<file path="config.mk">
export PLATFORM = sky130hd
export DESIGN_NAME = des_round_sequencer_flat
export DESIGN_NICKNAME = d
export VERILOG_FILES = /design/src/rtl/des_round_sequencer_if.sv /design/src/rtl/des_round_sequencer.sv /design/src/flat_wrapper.sv
export SDC_FILE = /design/constraint.sdc
export NUM_CORES = 1
export LEC_CHECK = 0
export CAP_MARGIN = 10
export CORE_MARGIN = 5
export CORE_UTILIZATION = 44
export DETAILED_ROUTE_END_ITERATION = 16
export HOLD_SLACK_MARGIN = 0.05
export PLACE_DENSITY = 0.74
export SETUP_SLACK_MARGIN = 0.02
export SLEW_MARGIN = 30
export SYNTH_ARGS = -nofsm -noshare
export SYNTH_HDL_FRONTEND = slang
export SYNTH_SLANG_ARGS = --single-unit
</file>
<file path="constraint.sdc">
create_clock -name clk -period 2.21 [get_ports clk]
set_input_delay 0.221 -clock clk [delete_from_list [all_inputs] [get_ports clk]]
set_output_delay 0.221 -clock clk [all_outputs]
set_load 0.01 [all_outputs]
</file>
<file path="src/rtl/des_round_sequencer_if.sv">
// Block/key source, f-unit and result consumer bundle for the iterative DES round sequencer.
// Bit 0 of every vector is the FIPS MSB, so the vectors are declared ascending [0:N-1].
interface des_round_sequencer_if;
  logic        in_valid;
  logic        in_ready;
  logic        in_decrypt;
  logic [0:63] in_data;
  logic [0:55] in_key_cd;
  logic [0:31] f_r;
  logic [0:55] f_cd;
  logic [0:31] f_out;
  logic        out_valid;
  logic        out_ready;
  logic [0:63] out_data;
  logic        busy;

  // Sequencer side.
  modport slave (
    input  in_valid, in_decrypt, in_data, in_key_cd, f_out, out_ready,
    output in_ready, f_r, f_cd, out_valid, out_data, busy
  );

  // Environment side: block source, f-unit and consumer.
  modport master (
    output in_valid, in_decrypt, in_data, in_key_cd, f_out, out_ready,
    input  in_ready, f_r, f_cd, out_valid, out_data, busy
  );
endinterface

</file>
<file path="src/rtl/des_round_sequencer.sv">
// Iterative DES controller: IP on accept, one Feistel round per clock through an external f-unit,
// C/D key schedule for encrypt and decrypt, then swap and FP into a held output register.
module des_round_sequencer #(
  parameter int NUM_ROUNDS = 16
) (
  input  logic                  clk,
  input  logic                  rst,
  des_round_sequencer_if.slave  bus
);

  typedef enum logic [1:0] {S_IDLE, S_ROUND, S_DONE} state_t;

  state_t      r_state;
  state_t      w_next_state;
  logic [0:31] r_l;
  logic [0:31] r_r;
  logic [0:27] r_c;
  logic [0:27] r_d;
  logic        r_mode;
  logic [4:0]  r_round_cnt;
  logic [0:63] r_out_data;

  logic        w_last;
  logic [0:31] w_r_new;
  logic [0:27] w_c_first;
  logic [0:27] w_d_first;
  logic [0:27] w_c_step;
  logic [0:27] w_d_step;
  logic        w_step_two;

  // 0-based IP source index; IP rows walk even bits then odd bits downward in steps of 8.
  function automatic int ip_src(input int i);
    return (((i / 8) < 4) ? (57 + 2 * (i / 8)) : (48 + 2 * (i / 8))) - 8 * (i % 8);
  endfunction

  function automatic logic [0:63] ip_perm(input logic [0:63] x);
    logic [0:63] y;
    y = '0;
    for (int i = 0; i < 64; i++) y[i] = x[ip_src(i)];
    return y;
  endfunction

  function automatic logic [0:63] fp_perm(input logic [0:63] x);
    logic [0:63] y;
    y = '0;
    for (int i = 0; i < 64; i++) y[ip_src(i)] = x[i];
    return y;
  endfunction

  function automatic logic [0:27] rot28(input logic [0:27] x, input logic left, input logic two);
    if (left) return two ? {x[2:27], x[0:1]} : {x[1:27], x[0]};
    else      return two ? {x[26:27], x[0:25]} : {x[27], x[0:26]};
  endfunction

  // Rounds 1, 2, 9 and 16 shift by one; every other round shifts by two.
  function automatic logic shift_is_two(input logic [4:0] n);
    return !((n == 5'd1) || (n == 5'd2) || (n == 5'd9) || (n == 5'd16));
  endfunction

  assign w_last     = (r_round_cnt == 5'(NUM_ROUNDS));
  assign w_r_new    = r_l ^ bus.f_out;
  // Decrypt walks the encrypt schedule backwards, so round i undoes the shift of encrypt round 18-i.
  assign w_step_two = r_mode ? shift_is_two(5'd17 - r_round_cnt) : shift_is_two(r_round_cnt + 5'd1);
  assign w_c_step   = rot28(r_c, !r_mode, w_step_two);
  assign w_d_step   = rot28(r_d, !r_mode, w_step_two);
  assign w_c_first  = bus.in_decrypt ? bus.in_key_cd[0:27]  : rot28(bus.in_key_cd[0:27], 1'b1, 1'b0);
  assign w_d_first  = bus.in_decrypt ? bus.in_key_cd[28:55] : rot28(bus.in_key_cd[28:55], 1'b1, 1'b0);

  assign bus.in_ready  = (r_state == S_IDLE);
  assign bus.out_valid = (r_state == S_DONE);
  assign bus.busy      = (r_state != S_IDLE);
  assign bus.f_r       = r_r;
  assign bus.f_cd      = {r_c, r_d};
  assign bus.out_data  = r_out_data;

  // NOTE: sequential state is updated with <= so every register samples pre-edge values together.
  always_ff @(posedge clk) begin
    if (rst) r_state <= S_IDLE;
    else     r_state <= w_next_state;
  end

  // NOTE: the default assignment first keeps every path assigned, so no latch is inferred.
  always_comb begin
    w_next_state = r_state;
    unique case (r_state)
      S_IDLE:  if (bus.in_valid)  w_next_state = S_ROUND;
      S_ROUND: if (w_last)        w_next_state = S_DONE;
      S_DONE:  if (bus.out_ready) w_next_state = S_IDLE;
      default:                    w_next_state = S_IDLE;
    endcase
  end

  always_ff @(posedge clk) begin
    if (rst) begin
      r_l         <= '0;
      r_r         <= '0;
      r_c         <= '0;
      r_d         <= '0;
      r_mode      <= 1'b0;
      r_round_cnt <= '0;
      r_out_data  <= '0;
    end else begin
      case (r_state)
        S_IDLE: begin
          if (bus.in_valid) begin
            {r_l, r_r}  <= ip_perm(bus.in_data);
            r_mode      <= bus.in_decrypt;
            r_round_cnt <= 5'd1;
            r_c         <= w_c_first;
            r_d         <= w_d_first;
          end
        end
        S_ROUND: begin
          r_l         <= r_r;
          r_r         <= w_r_new;
          r_round_cnt <= r_round_cnt + 5'd1;
          r_c         <= w_c_step;
          r_d         <= w_d_step;
          // Final swap: the output is FP(R16 || L16), where L16 is the outgoing R.
          if (w_last) r_out_data <= fp_perm({w_r_new, r_r});
        end
        default: ;
      endcase
    end
  end

endmodule

</file>
<file path="src/flat_wrapper.sv">
// flat-port wrapper written by rule: the top's interface ports become plain ports
module des_round_sequencer_flat 
#(
  parameter int NUM_ROUNDS = 16
)
  (clk, rst, bus_in_valid, bus_in_decrypt, bus_in_data, bus_in_key_cd, bus_f_out, bus_out_ready, bus_in_ready, bus_f_r, bus_f_cd, bus_out_valid, bus_out_data, bus_busy);
  des_round_sequencer_if bus_i ();
  input  logic clk;
  input  logic rst;
  input wire logic [$bits(bus_i.in_valid)-1:0] bus_in_valid;
  input wire logic [$bits(bus_i.in_decrypt)-1:0] bus_in_decrypt;
  input wire logic [$bits(bus_i.in_data)-1:0] bus_in_data;
  input wire logic [$bits(bus_i.in_key_cd)-1:0] bus_in_key_cd;
  input wire logic [$bits(bus_i.f_out)-1:0] bus_f_out;
  input wire logic [$bits(bus_i.out_ready)-1:0] bus_out_ready;
  output wire logic [$bits(bus_i.in_ready)-1:0] bus_in_ready;
  output wire logic [$bits(bus_i.f_r)-1:0] bus_f_r;
  output wire logic [$bits(bus_i.f_cd)-1:0] bus_f_cd;
  output wire logic [$bits(bus_i.out_valid)-1:0] bus_out_valid;
  output wire logic [$bits(bus_i.out_data)-1:0] bus_out_data;
  output wire logic [$bits(bus_i.busy)-1:0] bus_busy;
  assign bus_i.in_valid = bus_in_valid;
  assign bus_i.in_decrypt = bus_in_decrypt;
  assign bus_i.in_data = bus_in_data;
  assign bus_i.in_key_cd = bus_in_key_cd;
  assign bus_i.f_out = bus_f_out;
  assign bus_i.out_ready = bus_out_ready;
  assign bus_in_ready = bus_i.in_ready;
  assign bus_f_r = bus_i.f_r;
  assign bus_f_cd = bus_i.f_cd;
  assign bus_out_valid = bus_i.out_valid;
  assign bus_out_data = bus_i.out_data;
  assign bus_busy = bus_i.busy;
  des_round_sequencer #(.NUM_ROUNDS(NUM_ROUNDS)) u_core (.clk(clk), .rst(rst), .bus(bus_i));
endmodule
</file>
placement_by_type.png
Drawn at 3 px/um.
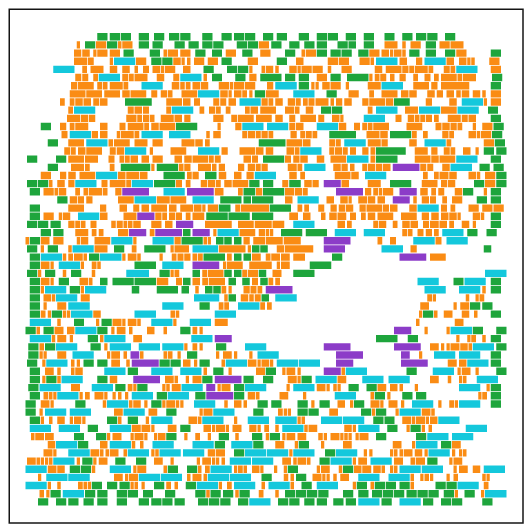
Purple marks clock drivers and dummy loads, cells 32. Green marks other buffers and delay cells, cells 374. Orange marks combinational and other logic, cells 1052. Cyan marks flops, cells 192.

clocks.png
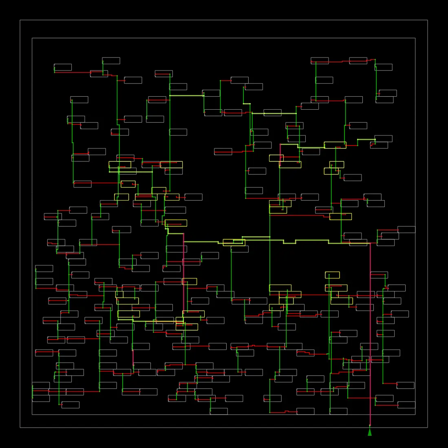
number of clock-tree buffers in the layout: 17
seq_cells: 192

sizes.png
Drawn at 1.5 px/um.
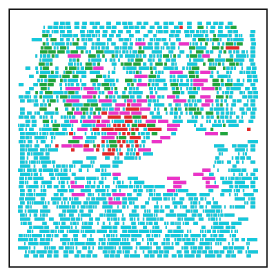
Red marks _3 and _4 cells, cells 42, most used buf_4. Magenta marks _6 and larger, cells 71, most used buf_12. Cyan marks _0 and _1 cells, cells 1391, most used clkdlybuf4s50_1. Green marks _2 cells, cells 146, most used or2_2.

layer_met3.png
Drawn at 2 px/um.
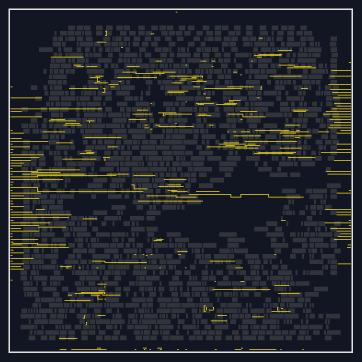
The layer holds 6.2% of the routed length. The layer carries 2390 um of wire. The wires run mostly horizontal. 216 nets have wire on it.
met3 capacity usage during global routing: 4.39%
total wire length after detailed routing: 38.8 mm
vias after detailed routing: 11689

==> impl_summary.log <==
[flow] summary of implementation run
INFO  metric post_synth_instance_area = 11400 um2
INFO  metric num_antenna_cells = 2
INFO  metric seq_pwr = 4.00 mW
INFO  metric violations = setup timing
INFO  metric sw_frac_of_total = 34.5%
INFO  metric final_worst_path_period_share = 106%
INFO  metric post_synth_num_cell_types = 44
INFO  metric seqAreaFraction = 24.0%
INFO  metric comb_power_share = 30.2%
INFO  metric largest_register_ff_count = 64
INFO  metric run_status = finished, violations left
INFO  metric number_of_buffers_added_by_the_clock_tree_synthesis_step = 17
INFO  metric power.clock.total = 3.40 mW
INFO  metric stdcell_area = 16100 um2
INFO  metric setup_total_negative_slack = -2.89 ns
INFO  metric global_route.usage.total = 25.5%
INFO  metric ys_area = 11400 um2
INFO  metric setup_viol = 38
INFO  metric postLayoutSetupSlackWorst = -0.124 ns
INFO  metric worstPathRequired = 2.56 ns
INFO  metric nNonClkBuffers = 374
Power is estimated from default activity; no workload was simulated.
